placement.png
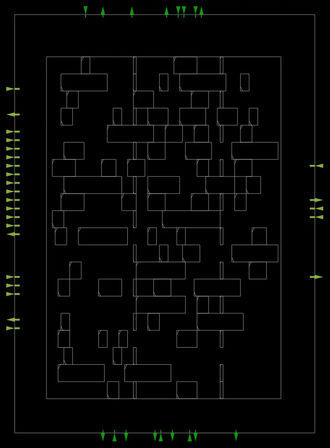
io_fan.png
Scale: 4 px per um.
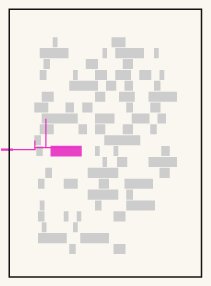
wires.png
Scale: 4 px per um. Two of the layers only.
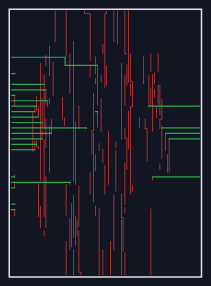
layer_met2.png
Scale: 8 px per um.
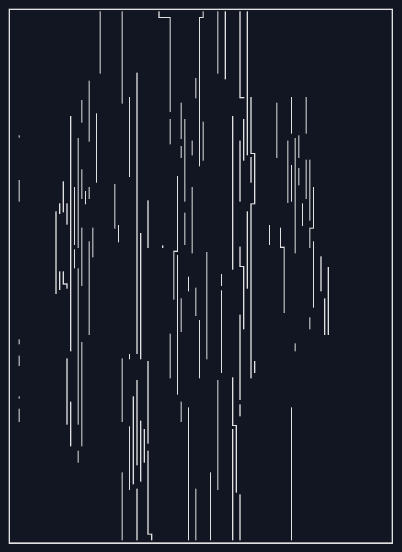
io_placement.png
Scale: 8 px per um. Pins as bars across the die edge, other pins in grey.
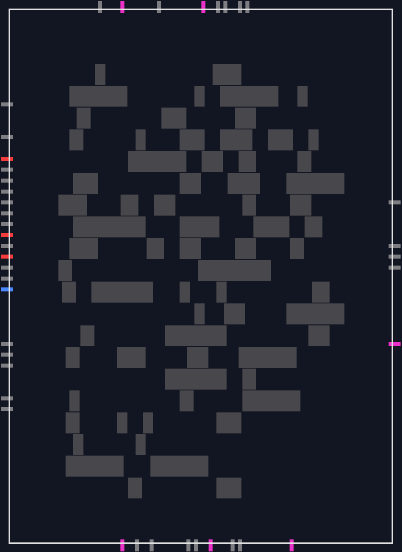
[config.mk]
export PLATFORM = sky130hd
export DESIGN_NAME = lc3_microsequencer
export DESIGN_NICKNAME = d
export VERILOG_FILES = /design/src/rtl/lc3_microsequencer.sv
export SDC_FILE = /design/constraint.sdc
export NUM_CORES = 1
export LEC_CHECK = 0
export CELL_PAD_IN_SITES_DETAIL_PLACEMENT = 2
export CELL_PAD_IN_SITES_GLOBAL_PLACEMENT = 2
export CORE_ASPECT_RATIO = 1.5
export CORE_MARGIN = 5
export CORE_UTILIZATION = 26
export DETAILED_ROUTE_END_ITERATION = 8
export DONT_BUFFER_PORTS = 1
export PLACE_DENSITY_LB_ADDON = 0.05
export SYNTH_ARGS = -nofsm -noshare
export SYNTH_HDL_FRONTEND = slang
export SYNTH_SLANG_ARGS = --single-unit
[constraint.sdc]
create_clock -name clk -period 1.6 [get_ports clk]
set_input_delay 0.48 -clock clk [delete_from_list [all_inputs] [get_ports clk]]
set_output_delay 0.48 -clock clk [all_outputs]
set_load 0.005 [all_outputs]
[src/rtl/lc3_microsequencer.sv]
// LC-3 microsequencer: next control-store address, BEN register, memory-ready
// counter and interrupt-pending latch, plus a registered copy of the state number.
module lc3_microsequencer #(
    parameter int MEM_LATENCY = 3
) (
    input  logic       clk,
    input  logic       rst_n,
    input  logic       IRD,
    input  logic [2:0] COND,
    input  logic [5:0] J,
    input  logic       LD_BEN,
    input  logic       MIO_EN,
    input  logic       LD_Vector,
    input  logic [6:0] IR,
    input  logic       N,
    input  logic       Z,
    input  logic       P,
    input  logic       PSR15,
    input  logic       INT_req,
    output logic [5:0] Addr_next_state,
    output logic       BEN,
    output logic       R,
    output logic       INT,
    output logic [5:0] state
);

    localparam logic [5:0] FETCH_STATE = 6'd18;
    localparam logic [3:0] CNT_LAST    = 4'(MEM_LATENCY - 1);

    logic [5:0] state_q, state_d;
    logic       ben_q, ben_d;
    logic [3:0] cnt_q, cnt_d;
    logic       int_q, int_d;
    logic       r_rdy;
    logic [5:0] addr_d;

    // Ready fires in the last cycle of the wait and is forced low in reset.
    assign r_rdy = rst_n && MIO_EN && (cnt_q == CNT_LAST);

    always_comb begin
        addr_d = J;
        if (!rst_n) begin
            addr_d = FETCH_STATE;
        end else if (IRD) begin
            addr_d = {2'b00, IR[6:3]};
        end else begin
            unique case (COND)
                3'b001:  addr_d[1] = J[1] | r_rdy;
                3'b010:  addr_d[2] = J[2] | ben_q;
                3'b011:  addr_d[0] = J[0] | IR[2];
                3'b100:  addr_d[3] = J[3] | PSR15;
                3'b101:  addr_d[4] = J[4] | int_q;
                default: addr_d    = J;
            endcase
        end
    end

    always_comb begin
        state_d = addr_d;
        ben_d   = ben_q;
        if (LD_BEN)
            ben_d = (IR[2] & N) | (IR[1] & Z) | (IR[0] & P);
        cnt_d = (!MIO_EN || r_rdy) ? 4'd0 : cnt_q + 4'd1;
        // A simultaneous request and vector load keeps the request pending.
        int_d = int_q;
        if (INT_req)
            int_d = 1'b1;
        else if (LD_Vector)
            int_d = 1'b0;
    end

    always_ff @(posedge clk) begin
        if (!rst_n) begin
            state_q <= FETCH_STATE;
            ben_q   <= 1'b0;
            cnt_q   <= 4'd0;
            int_q   <= 1'b0;
        end else begin
            state_q <= state_d;
            ben_q   <= ben_d;
            cnt_q   <= cnt_d;
            int_q   <= int_d;
        end
    end

    assign Addr_next_state = addr_d;
    assign BEN             = ben_q;
    assign R               = r_rdy;
    assign INT             = int_q;
    assign state           = state_q;

endmodule

==> flow_summary.html <==
<p>Metrics extracted from the flow reports.</p>
<table>
<tr><th>Metric</th><th>Value</th></tr>
<tr><th colspan="2">Outcome</th></tr>
<tr><td>Outcome</td><td>finished, violations left</td></tr>
<tr><td>Failing checks</td><td>negative setup slack</td></tr>
<tr><th colspan="2">Synth</th></tr>
<tr><td>Number of different library cells in the post-synthesis netlist</td><td>25</td></tr>
<tr><td>Sequential cell area fraction in the yosys report</td><td>roughly 43%</td></tr>
<tr><td>Synth top cell by count</td><td>sky130_fd_sc_hd__dfxtp_1</td></tr>
<tr><td>Post-synthesis instance area</td><td>554 um^2</td></tr>
<tr><td>Most used standard cells in the synthesized netlist</td><td>sky130_fd_sc_hd__dfxtp_1, sky130_fd_sc_hd__nor2_1, sky130_fd_sc_hd__o21ai_0</td></tr>
<tr><td>Total of flip-flops plus latches after synthesis</td><td>12</td></tr>
<tr><td>Cell type with the largest total area</td><td>sky130_fd_sc_hd__dfxtp_1</td></tr>
<tr><td>Share of flip-flops with an asynchronous set or reset</td><td>0%</td></tr>
<tr><td>Synth top area share</td><td>43.3%</td></tr>
<tr><td>Primary FF master, synth</td><td>sky130_fd_sc_hd__dfxtp_1</td></tr>
<tr><td>Number of cells in Yosys stat</td><td>62</td></tr>
<tr><td>Total cell area reported by yosys after synthesis</td><td>554 um^2</td></tr>
<tr><td>Post-Syn Area per Cell</td><td>8.94 um^2</td></tr>
<tr><td>Number of enable flip-flop cells</td><td>0</td></tr>
<tr><td>Most area-consuming cells after synthesis</td><td>sky130_fd_sc_hd__dfxtp_1, sky130_fd_sc_hd__nor2_1, sky130_fd_sc_hd__o21ai_0, sky130_fd_sc_hd__ha_1, sky130_fd_sc_hd__a21oi_1</td></tr>
<tr><td>Floorplan Nets</td><td>between 90 and 100</td></tr>
<tr><td>Instance tally after logic synthesis</td><td>62</td></tr>
<tr><td>Synth Warn #</td><td>0</td></tr>
<tr><th colspan="2">Clock tree</th></tr>
<tr><td>Buffer cell driving the clock tree root</td><td>sky130_fd_sc_hd__clkbuf_4</td></tr>
<tr><td>Maximum number of buffers from clock root to sink</td><td>2</td></tr>
<tr><td>CTS H-Tree Depth</td><td>1</td></tr>
<tr><td>Clock network latency to the later pin of the worst-skew pair</td><td>~0.27 ns</td></tr>
<tr><td>Clock sink count</td><td>12</td></tr>
<tr><td>Number of buffers inserted for hold repair after clock tree synthesis</td><td>0</td></tr>
<tr><td>Clock slew seen by the registers of the worst setup and hold paths</td><td>0.08 ns</td></tr>
<tr><td>Number of buffers created by CTS</td><td>3</td></tr>
<tr><td>CTS tree</td><td>done</td></tr>
<tr><th colspan="2">Power</th></tr>
<tr><td>Worst IR drop on VDD</td><td>0.319 mV</td></tr>
<tr><td>Total design power</td><td>631 uW</td></tr>
<tr><td>Power per cell area</td><td>923 nW/um^2</td></tr>
<tr><td>Cell leakage power</td><td>roughly 0.00028 uW</td></tr>
<tr><th colspan="2">Timing</th></tr>
<tr><td>Highest attainable clock frequency</td><td>529 MHz</td></tr>
<tr><td>Least setup slack across all paths after layout</td><td>-0.291 ns</td></tr>
<tr><td>Final setup violation count</td><td>2</td></tr>
<tr><td>Clock Skew</td><td>0.00565 ns</td></tr>
<tr><td>Least-Margin Pin Slew</td><td>0.302 ns</td></tr>
<tr><td>Post-layout period usage</td><td>118%</td></tr>
<tr><td>Final critical path time including I/O delays and setup</td><td>1.89 ns</td></tr>
<tr><td>Unrepaired setup endpoints after global routing</td><td>true</td></tr>
<tr><td>Final hold violations</td><td>0</td></tr>
<tr><td>Final Max-Slew Violation Tally</td><td>0</td></tr>
<tr><td>Worst hold slack after final layout</td><td>0.280 ns</td></tr>
<tr><td>Headroom to the max-slew limit</td><td>79.6%</td></tr>
<tr><td>Setup TNS Final</td><td>-0.540 ns</td></tr>
<tr><th colspan="2">Final layout</th></tr>
<tr><td>Share of final-layout standard cells stronger than drive strength 1</td><td>26.1%</td></tr>
<tr><td>Layout overhead on the synthesized area</td><td>23.3%</td></tr>
<tr><td>Count of nets after finishing</td><td>99</td></tr>
<tr><td>Post-route cell area</td><td>683 um^2</td></tr>
<tr><td>Ant. Diodes</td><td>0</td></tr>
<tr><th colspan="2">Placement</th></tr>
<tr><td>Cell Area, Placed</td><td>603 um^2</td></tr>
<tr><td>Detail Placement HPWL</td><td>1.32 mm</td></tr>
<tr><td>Placer congestion estimate</td><td>0.727</td></tr>
<tr><th colspan="2">Flow run</th></tr>
<tr><td>Max cap viols</td><td>0</td></tr>
<tr><td>Count of warning messages emitted by the tools</td><td>30</td></tr>
<tr><th colspan="2">Global routing</th></tr>
<tr><td>First-pass GRT wire length</td><td>2.46 mm</td></tr>
<tr><td>Total overflow reported by the global router</td><td>0</td></tr>
<tr><td>Antenna violations before repair</td><td>0</td></tr>
<tr><td>Via count of the first global-routing pass</td><td>597</td></tr>
<tr><td>Largest net degree at the start of global routing</td><td>13</td></tr>
<tr><th colspan="2">Setup path</th></tr>
<tr><td>Data arrival time of the critical path</td><td>1.41 ns</td></tr>
<tr><td>Crit path capture type</td><td>primary output</td></tr>
<tr><td>Required time of the critical path</td><td>~1.1 ns</td></tr>
<tr><td>Maximum fanout count along the critical path</td><td>2</td></tr>
<tr><td>Kind of critical path</td><td>flop to primary output</td></tr>
<tr><td>Register-to-register path setup slack</td><td>approximately 0.33 ns</td></tr>
<tr><td>Crit start category</td><td>flop</td></tr>
<tr><th colspan="2">Route</th></tr>
<tr><td>Remaining antenna violation count</td><td>0</td></tr>
<tr><td>Number of DRC violations after detailed routing</td><td>0</td></tr>
<tr><td>Count of routing violations after the opening detailed-route iteration</td><td>3</td></tr>
<tr><td>Number of detailed-routing iterations run before antenna repair</td><td>4</td></tr>
<tr><td>Average detailed-routed wire length per instance</td><td>17.3 um</td></tr>
<tr><td>Vias per cell</td><td>approximately 5.4</td></tr>
<tr><th colspan="2">Min path</th></tr>
<tr><td>Type of the worst min-delay path</td><td>input port to flop</td></tr>
<tr><th colspan="2">Floorplan</th></tr>
<tr><td>Full die area</td><td>3170 um^2</td></tr>
<tr><td>Core region area</td><td>2030 um^2</td></tr>
<tr><td>Initial Util</td><td>between 20% and 30%</td></tr>
</table>
## Picture notes: placement.png
num sequential: 12
cell row count: 20

## Picture notes: io_fan.png
Magenta stands for BEN, bits 1, direction output, end cells 1, wire 26.1 um.
port buffer count: 0
I/O pins: 42

## Picture notes: wires.png
Red stands for metal 2, wire length 864 um. Green stands for metal 3, wire length 192 um.
total number of vias: 495
global routing usage summed across all routing layers: 11.0%
Total Routed Length: 1.58 mm

## Picture notes: layer_met2.png
The layer carries 864 um of wire. 93 nets have wire on it. The wires run mostly vertical.
fraction of met2 tracks used by global routing: 18.7%

## Picture notes: io_placement.png
Blue stands for BEN, pins 1, direction output, edge west. Red stands for COND, pins 3, direction input, edge west. Magenta stands for state, pins 6, direction output, edge 3 south, 2 north, 1 east.
All pins by edge: 20 west, 9 south, 8 north, 5 east.
Die Wd: 47.7 um
y dimension of the die: 66.6 um

worst max-delay path, cell delays in order, from the launching register on:
cell                      delay [ns]
sky130_fd_sc_hd__dfxtp_2        0.33
sky130_fd_sc_hd__inv_2          0.05
sky130_fd_sc_hd__ha_4           0.12
sky130_fd_sc_hd__or3b_4         0.39
sky130_fd_sc_hd__nor2_4         0.09
sky130_fd_sc_hd__a31o_1         0.16
final timing paths:
kind / startpoint / end / depth (start not counted)
worst max-delay path: cnt_q[0] / Addr_next_state[1] / 5
worst min-delay path: LD_BEN / BEN / 1
worst max register to register: cnt_q[0] / state[1] / 6
worst min register to register: cnt_q[2] / cnt_q[2] / 2
sequential cells by signal (all words and copies together) (netlist names):
register  flops
BEN           1
INT           1
cnt_q         4
state         6
per-stage QoR:
step                util, %  std cells  setup WS, ns
CTS                    33.4         91        -0.334
global route           33.7         91        -0.374
floorplan                 -         62       -0.0368
detailed placement     29.8         86       -0.0507
global placement       29.8         86       -0.0367
finish                 33.7         91        -0.291
cell type report:
cell class                      instances  area, um^2
Timing Repair Buffer                    5        37.5
Multi-Input combinational cell         46         330
Clock buffer                            4        36.3
Fill cell                             235        1340
Sequential cell                        12         244
Inverter                                2        7.51
Tap cell                               22        27.5
kinds of logic (layout without fill, tap and decap cells):
| logic type | after synthesis | count (layout) | share of synthesized area [%] |
|---|---|---|---|
| mux | 1 | 1 | 1.81 |
| flops | 12 | 12 | 43.3 |
| simple gates | 27 | 27 | 29.3 |
| xor+xnor | 1 | 1 | 1.58 |
| compound gates | 15 | 15 | 16.5 |
| fa+ha+maj | 2 | 2 | 4.51 |
| buf+inv | 4 | 11 | 2.93 |
repair_timing:
item | in CTS | in global routing
resized | 7 | 3
endpoints found under the setup margin | 3 | 4
setup buffers | 1 | 0
pin swaps | 4 | 2
per-layer routing:
layer,routed length [um],track usage [%],up-vias
li1,-,-,234
met1,511,10.6,234
met2,864,18.7,25
met3,191,5.14,2
met4,11,5.05,0
met5,0,0,-
layout by cell type, fill, tap and decap left out, types with 3 or more instances in the layout:
cell type / n
sky130_fd_sc_hd__dfxtp_1: 9
sky130_fd_sc_hd__nor2_1: 9
sky130_fd_sc_hd__o21ai_0: 5
sky130_fd_sc_hd__buf_4: 5
sky130_fd_sc_hd__a21oi_1: 4
sky130_fd_sc_hd__dfxtp_2: 3
sky130_fd_sc_hd__clkbuf_4: 3
power by group:
part	total, uW	internal, uW	switching, uW
Combinational	61.0	33.2	27.9
Clock	243	138	105
Sequential	326	316	10.8
Power is estimated from default activity; no workload was simulated.
